--- src/rtl/snake_pkg.sv ---
// Shared types for the snake game: heading encoding, scheduler states and
// helpers used by both the step scheduler and the datapath.
package snake_pkg;

    typedef logic [1:0] dir_t;

    localparam dir_t DIR_UP    = 2'd0;
    localparam dir_t DIR_DOWN  = 2'd1;
    localparam dir_t DIR_LEFT  = 2'd2;
    localparam dir_t DIR_RIGHT = 2'd3;

    typedef enum logic [1:0] {
        ST_IDLE = 2'd0,
        ST_RUN  = 2'd1,
        ST_REQ  = 2'd2
    } state_t;

    // Opposite pairs differ only in bit 0: UP/DOWN and LEFT/RIGHT.
    function automatic dir_t opposite(input dir_t d);
        return {d[1], ~d[0]};
    endfunction

    // Step period in cycles: max(floor, base - sz*dec), never below 1.
    // The underflow case is caught before the subtraction is taken.
    function automatic logic [31:0] step_period(input logic [31:0] base,
                                                input logic [31:0] dec,
                                                input logic [31:0] floor_p,
                                                input logic [4:0]  sz);
        logic [31:0] cut;
        logic [31:0] p;
        cut = dec * {27'd0, sz};
        if (cut >= base) begin
            p = floor_p;
        end else begin
            p = base - cut;
        end
        if (p < floor_p) begin
            p = floor_p;
        end
        if (p == 32'd0) begin
            p = 32'd1;
        end
        return p;
    endfunction

endpackage

--- src/rtl/snake_dir_filter.sv ---
// Pending-heading register: picks the winning key of the cycle and drops it
// when it would reverse the snake onto itself.
module snake_dir_filter
    import snake_pkg::*;
(
    input  logic       clk,
    input  logic       rst,
    input  logic       clear_i,
    input  logic       key_up_i,
    input  logic       key_down_i,
    input  logic       key_left_i,
    input  logic       key_right_i,
    input  logic [1:0] committed_i,
    output logic [1:0] pend_o,
    output logic [1:0] next_o
);

    dir_t pend_q;
    dir_t pend_d;
    dir_t key_dir_d;
    logic key_any_d;
    logic accept_d;

    always_comb begin
        key_any_d = key_up_i | key_down_i | key_left_i | key_right_i;
        key_dir_d = DIR_RIGHT;
        if (key_up_i) begin
            key_dir_d = DIR_UP;
        end else if (key_down_i) begin
            key_dir_d = DIR_DOWN;
        end else if (key_left_i) begin
            key_dir_d = DIR_LEFT;
        end
        // Only the priority winner is tested against the committed heading.
        accept_d = key_any_d && (key_dir_d != opposite(committed_i));
        pend_d   = accept_d ? key_dir_d : pend_q;
    end

    always_ff @(posedge clk or negedge rst) begin
        if (!rst) begin
            pend_q <= DIR_RIGHT;
        end else if (clear_i) begin
            pend_q <= DIR_RIGHT;
        end else begin
            pend_q <= pend_d;
        end
    end

    assign pend_o = pend_q;
    // Includes this cycle's key so a press on the latch edge is not lost.
    assign next_o = pend_d;

endmodule

--- src/rtl/snake_step_scheduler.sv ---
// Paces snake movement: one step request per move period, carrying the
// committed heading, with a shrinking period and a handshake timeout.
module snake_step_scheduler
    import snake_pkg::*;
#(
    parameter int unsigned BASE_PERIOD  = 25_000_000,
    parameter int unsigned PERIOD_DEC   = 1_000_000,
    parameter int unsigned MIN_PERIOD   = 5_000_000,
    parameter int unsigned DONE_TIMEOUT = 1024
) (
    input  logic        clk,
    input  logic        rst,
    input  logic        gamePrepare,
    input  logic        gameStart,
    input  logic        gameEnd,
    input  logic [4:0]  size,
    input  logic        Up,
    input  logic        Down,
    input  logic        Left,
    input  logic        Right,
    input  logic        step_done,
    output logic        step_req,
    output logic [1:0]  step_dir,
    output logic [15:0] step_cnt,
    output logic        step_err,
    output logic [1:0]  dbg_state,
    output logic [1:0]  dbg_pend_dir
);

    // Handshake: step_req rises with step_dir valid and holds both until
    // step_done is seen high on a clock edge while in REQ; that edge drops
    // step_req. step_done outside REQ is ignored. No step_done within
    // DONE_TIMEOUT REQ cycles abandons the step and sets sticky step_err.

    localparam logic [31:0] TMO_LAST = 32'(DONE_TIMEOUT - 1);

    state_t      state_q;
    logic [31:0] cnt_q;
    logic [31:0] tmo_q;
    logic        step_req_q;
    dir_t        step_dir_q;
    logic [15:0] step_cnt_q;
    logic        step_err_q;

    logic [31:0] period_d;
    logic        play_d;
    logic [1:0]  next_dir_d;
    logic [1:0]  pend_dir_d;

    snake_dir_filter u_dir_filter (
        .clk         (clk),
        .rst         (rst),
        .clear_i     (gamePrepare),
        .key_up_i    (Up),
        .key_down_i  (Down),
        .key_left_i  (Left),
        .key_right_i (Right),
        .committed_i (step_dir_q),
        .pend_o      (pend_dir_d),
        .next_o      (next_dir_d)
    );

    assign period_d = step_period(BASE_PERIOD, PERIOD_DEC, MIN_PERIOD, size);
    assign play_d   = gameStart & ~gameEnd;

    always_ff @(posedge clk or negedge rst) begin
        if (!rst) begin
            state_q    <= ST_IDLE;
            cnt_q      <= '0;
            tmo_q      <= '0;
            step_req_q <= 1'b0;
            step_dir_q <= DIR_RIGHT;
            step_cnt_q <= '0;
            step_err_q <= 1'b0;
        end else if (gamePrepare) begin
            state_q    <= ST_IDLE;
            cnt_q      <= '0;
            tmo_q      <= '0;
            step_req_q <= 1'b0;
            step_dir_q <= DIR_RIGHT;
            step_cnt_q <= '0;
            step_err_q <= 1'b0;
        end else begin
            case (state_q)
                ST_IDLE: begin
                    if (play_d) begin
                        state_q <= ST_RUN;
                        cnt_q   <= period_d - 32'd1;
                    end
                end
                ST_RUN: begin
                    if (!play_d) begin
                        state_q <= ST_IDLE;
                    end else if (cnt_q == 32'd0) begin
                        state_q    <= ST_REQ;
                        step_req_q <= 1'b1;
                        step_dir_q <= next_dir_d;
                        tmo_q      <= '0;
                    end else begin
                        cnt_q <= cnt_q - 32'd1;
                    end
                end
                ST_REQ: begin
                    // A step already requested is completed even if play ends.
                    if (step_done) begin
                        step_req_q <= 1'b0;
                        step_cnt_q <= step_cnt_q + 16'd1;
                        if (play_d) begin
                            state_q <= ST_RUN;
                            cnt_q   <= period_d - 32'd1;
                        end else begin
                            state_q <= ST_IDLE;
                        end
                    end else if (tmo_q == TMO_LAST) begin
                        step_req_q <= 1'b0;
                        step_err_q <= 1'b1;
                        state_q    <= ST_IDLE;
                    end else begin
                        tmo_q <= tmo_q + 32'd1;
                    end
                end
                default: begin
                    state_q    <= ST_IDLE;
                    step_req_q <= 1'b0;
                end
            endcase
        end
    end

    assign step_req     = step_req_q;
    assign step_dir     = step_dir_q;
    assign step_cnt     = step_cnt_q;
    assign step_err     = step_err_q;
    assign dbg_state    = state_q;
    assign dbg_pend_dir = pend_dir_d;

endmodule

--- config.mk ---
export PLATFORM = sky130hd
export DESIGN_NAME = snake_step_scheduler
export DESIGN_NICKNAME = d
export VERILOG_FILES = /design/src/rtl/snake_pkg.sv /design/src/rtl/snake_dir_filter.sv /design/src/rtl/snake_step_scheduler.sv
export SDC_FILE = /design/constraint.sdc
export NUM_CORES = 1
export LEC_CHECK = 0
export ABC_CLOCK_PERIOD_IN_PS = 4700
export CAP_MARGIN = 20
export CORE_MARGIN = 2
export CORE_UTILIZATION = 40
export CTS_BUF_LIST = sky130_fd_sc_hd__clkbuf_4 sky130_fd_sc_hd__clkbuf_8
export CTS_CLUSTER_DIAMETER = 30
export CTS_CLUSTER_SIZE = 12
export DETAILED_ROUTE_END_ITERATION = 7
export PLACE_DENSITY = 0.54
export SYNTH_ARGS = -nofsm -noshare
export SYNTH_HDL_FRONTEND = slang
export SYNTH_HIERARCHICAL = 1
export SYNTH_SLANG_ARGS = --single-unit
--- constraint.sdc ---
create_clock -name clk -period 4.7 [get_ports clk]
set_input_delay 0.705 -clock clk [delete_from_list [all_inputs] [get_ports clk]]
set_output_delay 0.705 -clock clk [all_outputs]
set_load 0.05 [all_outputs]
==> ci_impl_report.md <==
### Metrics collected by this job

| Metric | Value |
|---|---|
| Status | finished with violations |
| Failing checks | setup timing |
| Syn_nets | 938 |
| Root Driver | clkbuf_8 |
| Comb gates | 731 |
| Max VDD drop | 0.000213 V |
| Setup-failing EPs final | 26 |
| Boundary Pins | 39 |
| CP max-delay cell | or4_4 |
| Starting DRC count in detailed routing | roughly 430 |
| # rows | roughly 49 |
| CP delay by family, top | simple AND/OR/NAND/NOR gates |
| Metal2 WL | roughly 11 mm |
| Worst R2R Setup Slack | between 0.9 and 1 ns |
| Post-synth regs | between 80 and 90 |
| Die area | 19300 sq um |
| Most frequent logic cell in the layout | buf_4 |
| Count of tool warnings | 32 |
| Clock Sinks | around 90 |
| Normalized max-slew margin | around two fifths |
| Maximum root-to-sink buffer count | 2 |
| TAP cells | between 200 and 250 |
| Post-route setup slack | -0.827 ns |
| Startpoint Class | primary input |
| Number of enable flip-flop cells | 0 |
| GPL Wtd Cong | between 0.8 and 0.9 |
| Synth async-reset ratio | 100% |
| Worst slew pin tran | approximately 0.9 ns |
| DP HPWL | roughly 16 mm |
| Leakage | around 4.4 nW |
| CTS buffer count | 9 |
| Initial Utilization | 40.7% |
| Unique cell types | roughly 97 |
-- stage by stage --
stage / setup TNS, ns / hold WS, ns / power (W) / utilization, % / instance area (sq um)
final: -18.31 / 0.433 / 0.00369 / 56.3 / 10100
after global routing: -22.02 / 0.502 / 0.00392 / 56.3 / 10100
after CTS: -16.70 / 0.467 / 0.00357 / 55.1 / 9860
after detailed placement: -38.28 / 0.492 / 0.00272 / 51.9 / 9290
after global placement: -36.23 / 0.470 / 0.00270 / 51.9 / 9290
after floorplan: -14.93 / 0.409 / 0.00194 / - / 7470
-- path summary, 6_finish.rpt --
kind	from	cells past startpoint	endpoint
setup / recovery	size[2]	21	cnt_q[13]$_DFFE_PN0P_
hold / removal	rst	1	tmo_q[26]$_DFFE_PN0P_
setup reg to reg	cnt_q[2]$_DFFE_PN0P_	12	tmo_q[31]$_DFFE_PN0P_
hold reg to reg	tmo_q[5]$_DFFE_PN0P_	1	tmo_q[5]$_DFFE_PN0P_
max in group asynchronous	rst	2	u_dir_filter/pend_o[1]$_DFF_PN1_
min in group clk	tmo_q[5]$_DFFE_PN0P_	1	tmo_q[5]$_DFFE_PN0P_
-- power breakdown --
part	internal [W]	switching (W)
registers	0.000789	0.0000379
clock network	0.000197	0.000318
logic	0.00121	0.00113
total	0.00220	0.00149
-- kinds of logic (layout without fill, tap and decap cells) --
logic type	after synthesis	in the layout	share of synthesized area, %
AND/OR/NAND/NOR	392	392	28.9
AND-OR/OR-AND	236	236	22.0
flip-flops	88	88	30.3
buffers and inverters	67	288	3.71
XOR/XNOR	60	60	7.22
adder cells (fa/ha/maj)	37	37	6.98
multiplexers	6	6	0.842
-- flip-flops by register name, summed over array words and instances (netlist names) --
name and flops:
cnt_q 32, tmo_q 32, step_cnt 16, dbg_state 2, step_dir 2, u_dir_filter/pend_o 2
step_err 1, step_req 1
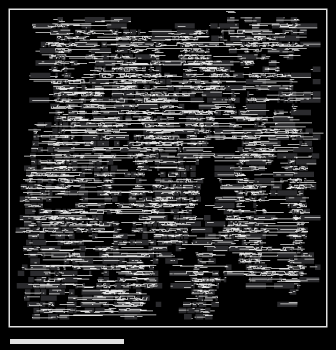
met1.png
Scale bar: 50 microns.
1085 nets have wire on it. The layer holds 45% of the routed length. The longest straight run is 36.3 microns.
met1 Use GR: 29.0%
Via Count: 7550
Total Routed Length: 21.9 mm

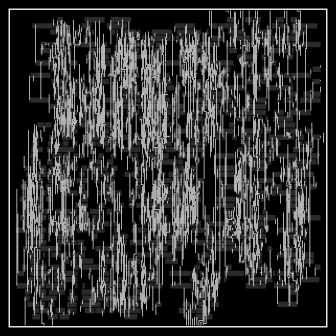
met2.png
The wires run mostly vertical. 998 nets have wire on it. The longest straight run is 67.3 microns. The layer carries 11100 microns of wire.
met2 global-route usage: 40.1%

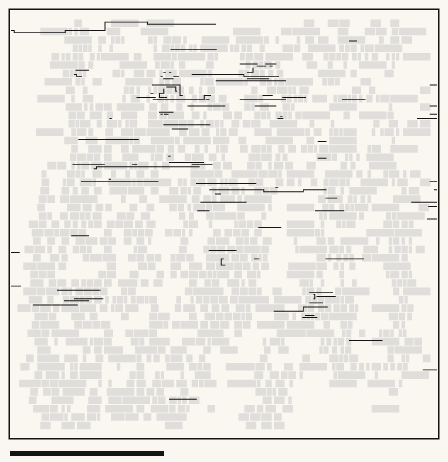
met3.png
Scale bar: 50 microns.
The layer carries 696 microns of wire. The longest straight run is 33.3 microns. 64 nets have wire on it.

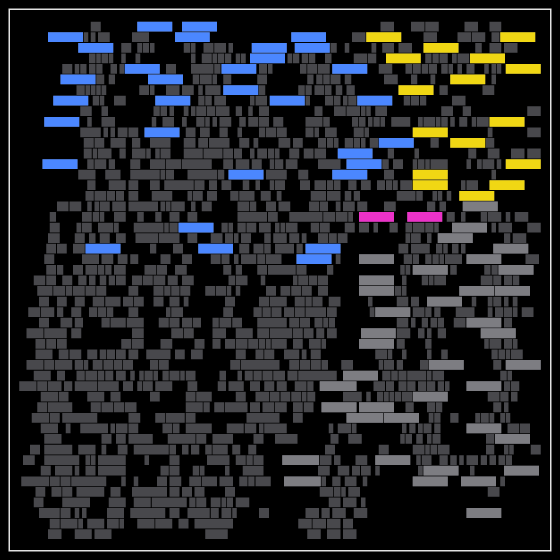
registers.png
Key: blue = cnt_q [placed flops 32]; yellow = step_cnt [placed flops 16, where top right]; magenta = dbg_state [placed flops 2]
Seq power: 0.000827 W
sequential cell area share: 21.9%
final core utilization: 56.3%
Reg area: 2210 sq um

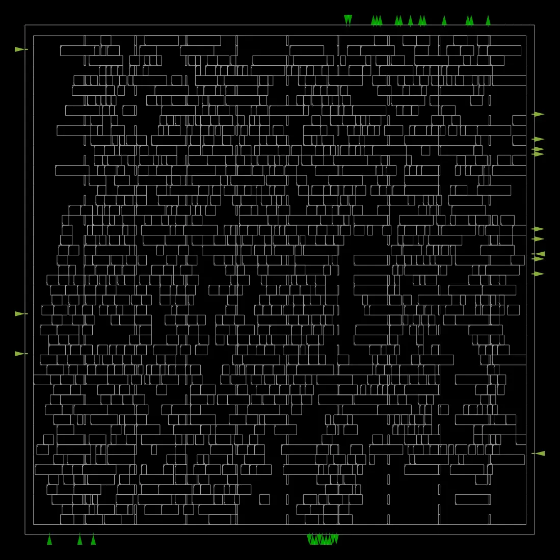
final_placement.png
final cell count without fillers: 1336
CORE AREA: 17900 sq um

Power is estimated from default activity; no workload was simulated.
